### Metal 1, run 1

The bar under the picture is 10 um long.
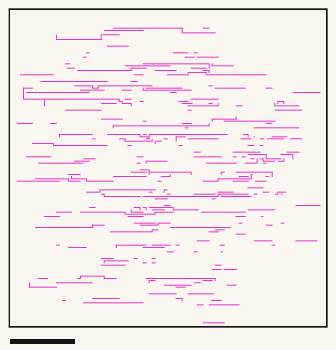
### Wire density map, run 1

The bar under the picture is 10 um long. The die is cut into 10 by 10 equal tiles; dark blue is low, red is high, scaled to the fullest tile. Values are wire area over tile area, all layers added.
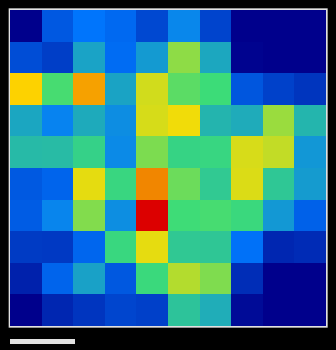
### Clock wiring as the flow saved it, run 1

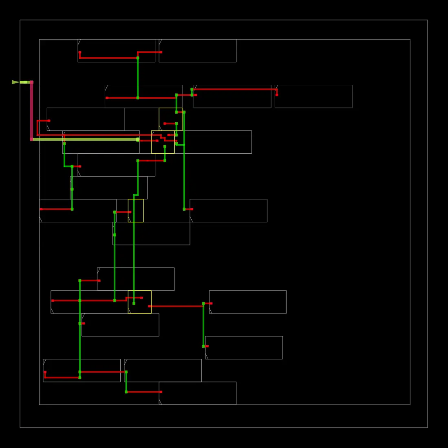
==> src/rtl/fifo_wptr_ctrl.sv <==
// Write-side pointer and flag control for an asynchronous FIFO: binary/Gray
// write pointer, synchronized read pointer, full/almost-full, level and overflow.
module fifo_wptr_ctrl #(
  parameter int ADDR_W    = 4,
  parameter int AFULL_LVL = 14
) (
  input  logic              clk,
  input  logic              rst_n,
  input  logic              winc,
  input  logic [ADDR_W:0]   rptr_gray,
  input  logic              ovf_clr,
  output logic              wen,
  output logic [ADDR_W-1:0] waddr,
  output logic [ADDR_W:0]   wptr_gray,
  output logic              wfull,
  output logic              walmost_full,
  output logic [ADDR_W:0]   wlevel,
  output logic              overflow
);

  localparam logic [ADDR_W:0] AFULL_V = (ADDR_W+1)'(AFULL_LVL);

  function automatic logic [ADDR_W:0] bin2gray(input logic [ADDR_W:0] b);
    return b ^ (b >> 1);
  endfunction

  function automatic logic [ADDR_W:0] gray2bin(input logic [ADDR_W:0] g);
    logic [ADDR_W:0] b;
    b = '0;
    for (int i = 0; i <= ADDR_W; i++) begin
      b[i] = ^(g >> i);
    end
    return b;
  endfunction

  logic [ADDR_W:0] rq1;
  logic [ADDR_W:0] rq2;
  logic [ADDR_W:0] wbin;
  logic [ADDR_W:0] bnext;
  logic [ADDR_W:0] gnext;
  logic [ADDR_W:0] rbin_s;
  logic [ADDR_W:0] full_cmp;

  // Stage p0: combinational next-pointer, full compare and level
  always_comb begin
    wen      = winc & ~wfull;
    bnext    = wbin + {{ADDR_W{1'b0}}, wen};
    gnext    = bin2gray(bnext);
    // Full when the write pointer has lapped the read pointer by exactly DEPTH:
    // in Gray terms the top two bits differ and the rest match.
    full_cmp = {~rq2[ADDR_W:ADDR_W-1], rq2[ADDR_W-2:0]};
    rbin_s   = gray2bin(rq2);
    wlevel   = wbin - rbin_s;
  end

  assign waddr        = wbin[ADDR_W-1:0];
  assign walmost_full = (wlevel >= AFULL_V);

  // Stage p1: synchronizer, pointers and flags
  always_ff @(posedge clk or negedge rst_n) begin
    if (!rst_n) begin
      rq1       <= '0;
      rq2       <= '0;
      wbin      <= '0;
      wptr_gray <= '0;
      wfull     <= 1'b0;
      overflow  <= 1'b0;
    end else begin
      rq1       <= rptr_gray;
      rq2       <= rq1;
      wbin      <= bnext;
      wptr_gray <= gnext;
      wfull     <= (gnext == full_cmp);
      if (winc && wfull) begin
        overflow <= 1'b1;
      end else if (ovf_clr) begin
        overflow <= 1'b0;
      end
    end
  end

endmodule

==> config.mk <==
export PLATFORM = sky130hd
export DESIGN_NAME = fifo_wptr_ctrl
export DESIGN_NICKNAME = d
export VERILOG_FILES = /design/src/rtl/fifo_wptr_ctrl.sv
export SDC_FILE = /design/constraint.sdc
export NUM_CORES = 1
export LEC_CHECK = 0
export ABC_CLOCK_PERIOD_IN_PS = 5900
export CAP_MARGIN = 25
export CORE_MARGIN = 2
export CORE_UTILIZATION = 50
export CTS_CLUSTER_DIAMETER = 50
export DETAILED_ROUTE_END_ITERATION = 8
export PLACE_DENSITY = 0.9
export SETUP_SLACK_MARGIN = 0.15
export SLEW_MARGIN = 0
export SYNTH_ARGS = -nofsm -noshare
export SYNTH_HDL_FRONTEND = slang
export SYNTH_SLANG_ARGS = --single-unit
==> constraint.sdc <==
create_clock -name clk -period 5.9 [get_ports clk]
set_input_delay 1.18 -clock clk [delete_from_list [all_inputs] [get_ports clk]]
set_output_delay 1.18 -clock clk [all_outputs]
set_load 0.02 [all_outputs]
==> run_results.csv, run 1 <==
group,metric,value,unit
run_status,status,"finished clean",
drt,drt_iter0_drc,2,
sta,max_freq,0.2138,GHz
global_routing,grt_overflow,0,
global_routing,antenna_found_initial,0,
clock_tree,cts_tree,"done",
critical_path,cpMaxStageDelayCell,"clkdlybuf4s50_1",
logic_synthesis,synth-area-yosys,992.2,um2
floorplan,die_height,48.55,um
finish,diodes,0,
logic_synthesis,synth_cell_types,21,
logic_synthesis,synthTopCellsByArea,"dfrtp_1 (53%), xor2_1 (9.7%), ha_1 (7.6%), xnor2_1 (4.4%), inv_1 (3.8%)",
logic_synthesis,yosys.area.top_type_share,0.5296,
placed_design,hpwl,1360,um
sta,hold_slack,0.3657,ns
logic_synthesis,ys_cells,81,
clock_tree,h-tree-depth,1,
drt,via_per_inst,4.804,
clock_tree,post_cts_buffers,0,
drt,detail-route-antenna-nets,0,
critical_path,path_max_fanout,4,
clock_tree,clock_latency,0.30,ns
critical_path,crit_chain,"xnor2_2 -> xor2_1 -> xor2_1 -> xnor2_1 -> ha_1 -> fa_1 -> nor2b_1 -> o21ai_0 -> and3_1 -> o32ai_1 -> clkdlybuf4s50_1",
drt,drcViolationCount,0,
logic_synthesis,ys_seq_frac,0.5296,
flow_run,cap_violations,0,
critical_path,startpoint_type,"flip-flop",
critical_path,arrival,3.50,ns
drt,dr.pass1.iters,4,
placed_design,place_ws,1.539,ns
sta,slew_headroom,0.3964,
sta,setup_viol,0,
global_routing,grt_pass1_vias,698,
critical_path,worst-setup-path-type,"reg2out",
sta,fin_setup_tns,0,ns
finish,fin_nets,128,
logic_synthesis,ys_seq_elements,21,
power,p_per_area,619.8,mW/mm2
global_routing,grt_pass1_wl,2960,um
clock_tree,path_clk_slew,0.12,ns
logic_synthesis,syn_area,992.2,um2
power,p_leak,0.5942,nW
sta,skew,0.01090,ns
logic_synthesis,yosysTopAreaCell,"dfrtp_1",
clock_tree,ctsHoldBuffers,0,
logic_synthesis,synthCells,81,
About 'Metal 1':
The layer holds 42% of the routed length. The layer carries 712 um of wire.
vias: 663
met1 track demand over resource: 0.1863
total wire length: 1684 um

About 'Wire density map':
12% of the tiles are nearly empty. The mean over all tiles is 0.11. The fullest tile reaches 0.32.
WL/cell: 12.20 um
Global Route Usage Sum: 0.1636

About 'Clock wiring as the flow saved it':
clkbuf count: 3
Clock Sinks: 21
Flop Count: 21

run 1: Yosys cell counts, drive strengths merged:
cell / n
a21boi: 1
a21oi: 1
a221oi: 1
and3: 1
dfrtp: 21
fa: 1
ha: 6
inv: 10
nand2: 4
nand3: 4
nor2: 2
nor2b: 3
nor3b: 1
o21ai: 3
o32ai: 1
or3: 2
xnor2: 6
xnor3: 1
xor2: 12
run 1: layer usage:
metal  wire length, um  GRT usage  vias up  share of wire
met3                39    0.02778        2          0.023
met5                 0          0        -              0
li1                  -          -      326              -
met1               711     0.1863      322           0.42
met4                 6    0.05714        0         0.0036
met2               926     0.3079       13           0.55
run 1: cell type report:
| cell class | count | area (um2) | area share |
|---|---|---|---|
| timing repair buffer | 26 | 260.3 | 0.1981 |
| sequential | 21 | 525.5 | 0.4000 |
| clock buffer | 3 | 22.52 | 0.01714 |
| clock inverter | 1 | 5.005 | 0.003810 |
| multi-input combinational | 50 | 429.2 | 0.3267 |
| inverter | 10 | 37.54 | 0.02857 |
| tap | 27 | 33.78 | 0.02571 |
run 1: where the power goes:
part           internal [W]  switching (W)
clock             0.0000252      0.0000410
combinational      0.000253       0.000270
sequential         0.000186      0.0000394
run 1: placed cells by master, fill, tap and decap left out, drive strengths merged, types with 2 or more instances in the layout:
master and instances:
clkdlybuf4s50 26, dfrtp 21, xor2 12, inv 10
ha 6, xnor2 6, nand3 4, nand2 4
nor2b 3, o21ai 3, clkbuf 3, nor2 2
or3 2
run 1: cell families (layout without fill, tap and decap cells):
| logic type | count (synthesis) | count (layout) | share of synthesized area |
|---|---|---|---|
| AND-OR/OR-AND | 7 | 7 | 0.05169 |
| XOR/XNOR | 19 | 19 | 0.1967 |
| AND/OR/NAND/NOR | 17 | 17 | 0.08828 |
| adder cells (fa/ha/maj) | 7 | 7 | 0.09584 |
| buffers and inverters | 10 | 40 | 0.03784 |
| flip-flops | 21 | 21 | 0.5296 |
run 1: state kept, by name, indices dropped and copies added (netlist names):
| name | cells |
|---|---|
| rq2 | 5 |
| rq1 | 5 |
| overflow | 1 |
| wptr_gray | 4 |
| wbin | 5 |
| wfull | 1 |
run 1: critical path: cells and delay by family (launching register included):
| kind | cells | cell delay [ns] |
|---|---|---|
| adder cells (fa/ha/maj) | 2 | 0.65 |
| XOR/XNOR | 4 | 0.89 |
| flip-flops | 1 | 0.46 |
| AND/OR/NAND/NOR | 2 | 0.32 |
| AND-OR/OR-AND | 2 | 0.22 |
| buffers and inverters | 1 | 0.65 |
run 1: through the flow:
step	cell area [um2]	std cells
finish	1314	138
global route	1314	138
CTS	1314	138
detailed placement	1286	134
global placement	1286	134
floorplan	992.2	81
run 1: path summary, 6_finish.rpt:
kind                       startpoint      endpoint  slack [ns]  cells past startpoint
hold reg to reg                rq1[1]        rq2[1]        0.37                      0
max in group asynchronous       rst_n      overflow        3.96                      1
min in group asynchronous       rst_n  wptr_gray[1]        1.38                      1
setup / recovery               rq2[4]  walmost_full        1.22                     11
hold / removal                 rq1[1]        rq2[1]        0.37                      0
setup reg to reg                wfull         wfull        3.71                      7
--- run 2 (diff from run 1) ---
--- a/config.mk
+++ b/config.mk
@@ -5,13 +5,13 @@
 export SDC_FILE = /design/constraint.sdc
 export NUM_CORES = 1
 export LEC_CHECK = 0
-export ABC_CLOCK_PERIOD_IN_PS = 5900
+export ABC_CLOCK_PERIOD_IN_PS = 4350
 export CAP_MARGIN = 25
 export CORE_MARGIN = 2
-export CORE_UTILIZATION = 50
+export CORE_UTILIZATION = 46
 export CTS_CLUSTER_DIAMETER = 50
 export DETAILED_ROUTE_END_ITERATION = 8
-export PLACE_DENSITY = 0.9
+export PLACE_DENSITY = 0.85
 export SETUP_SLACK_MARGIN = 0.15
 export SLEW_MARGIN = 0
 export SYNTH_ARGS = -nofsm -noshare
==> constraint.sdc (replaced) <==
create_clock -name clk -period 4.35 [get_ports clk]
set_input_delay 0.87 -clock clk [delete_from_list [all_inputs] [get_ports clk]]
set_output_delay 0.87 -clock clk [all_outputs]
set_load 0.02 [all_outputs]
==> run_results.csv, run 2 <==
group,metric,value,unit
power,p_leak,0.5995,nW
power,seqPwrFrac,0.274,
finish,diodes,0,
critical_path,cp_num_buf_inv,2,
placed_design,hpwl,1401,um
logic_synthesis,compound_area_frac,0.05170,
logic_synthesis,ys.flop_type,"dfrtp_1",
sta,slew_headroom,0.3945,
critical_path,startpoint_type,"flip-flop",
logic_synthesis,ys_sh_xor,0.1967,
flow_run,cap_violations,0,
run_status,status,"finished clean",
critical_path,worstReg2RegStart,"wfull",
logic_synthesis,yosysTopAreaCell,"dfrtp_1",
logic_synthesis,async_flop_share,1.000,
logic_synthesis,ys_cells,81,
critical_path,crit_family,"buffers and inverters",
logic_synthesis,simple_gate_area_frac,0.08827,
logic_synthesis,synth-area-yosys,992.2,um2
logic_synthesis,yosysMostFrequentCell,"dfrtp_1",
drt,dr.pass1.iters,4,
logic_synthesis,mux_share,0,
logic_synthesis,synthTopCellsByArea,"dfrtp_1 (53%), xor2_1 (9.7%), ha_1 (7.6%), xnor2_1 (4.4%), inv_1 (3.8%)",
clock_tree,clock_sinks,21,
global_routing,grt_pass1_vias,697,
sta,max_freq,0.2527,GHz
logic_synthesis,logic_family,"XOR/XNOR gates",
drt,drcViolationCount,0,
==> run 2: cell counts after synthesis <==
No cell type changed its count.
==> run 2: kinds of logic after synthesis <==
family	after synthesis
DFF	21
adders and majority gates	7
and+or+nand+nor	17
xor gates and xnor gates	19
buffers and inverters	10
AOI/OAI and AO/OA	7
==> run 2: layout make-up <==
type                       instances  area (um2)  share of cell area
clock buffer                       4       26.28             0.01992
inverter                          10       37.54             0.02846
multi-input combinational         50       434.2              0.3292
sequential                        21       525.5              0.3985
tap                               27       33.78             0.02562
timing repair buffer              27       261.5              0.1983
==> run 2: timing repair <==
action | CTS | global route
gates resized | 2 | 4
endpoints found under the setup margin | 2 | 2
pin swaps | 1 | 0
setup buffers | 1 | 0
==> run 2: metal layers <==
layer,vias to the layer above,global-route usage,wire (um)
li1,320,-,-
met1,327,0.1842,756
met2,13,0.3004,989
met3,2,0.01786,47
met4,0,0.05405,14
met5,-,0,0
==> run 2: power by group through the flow <==
stage | Sequential [W] | Clock [W] | Combinational (W)
global route | 0.000309 | 0.000100 | 0.000776
detailed placement | 0.000308 | 0 | 0.000718
floorplan | 0.000358 | 0 | 0.000379
finish | 0.000302 | 0.0000881 | 0.000710
CTS | 0.000303 | 0.0000912 | 0.000712
global placement | 0.000304 | 0 | 0.000699
==> run 2: how the worst max path moves through the flow <==
stage                start            to  slack, ns  cells past startpoint
floorplan           rq2[4]  walmost_full       0.54                      9
global placement    rq2[4]  walmost_full       0.48                     11
detailed placement  rq2[4]  walmost_full       0.28                     10
CTS                 rq2[4]  walmost_full       0.33                     10
global route        rq2[4]     wlevel[3]       0.09                     10
finish              rq2[4]     wlevel[3]       0.39                     10
==> run 2: stage by stage <==
stage                     area [um2]  std cells  power [W]  hold WS, ns
after floorplan                992.2         81  0.0007373       0.3312
after global placement          1286        134   0.001002       0.3319
after detailed placement        1286        134   0.001026       0.3365
after CTS                       1318        139   0.001106       0.3617
after global routing            1319        139   0.001185       0.3792
final                           1319        139   0.001100       0.3588
### Metal 1, run 2

The bar under the picture is 20 um long.
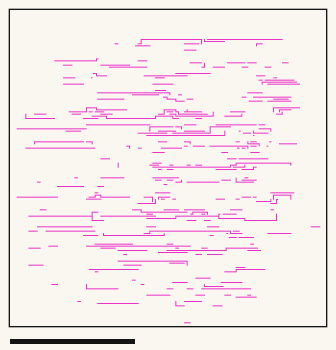
The layer holds 42% of the routed length. 118 nets have wire on it. The wires run mostly horizontal. The longest straight run is 16.6 um.
vias: 662
total wire length: 1808 um
met1 track demand over resource: 0.1842

Power figures rest on the tool's default switching activity, not on a simulated workload.
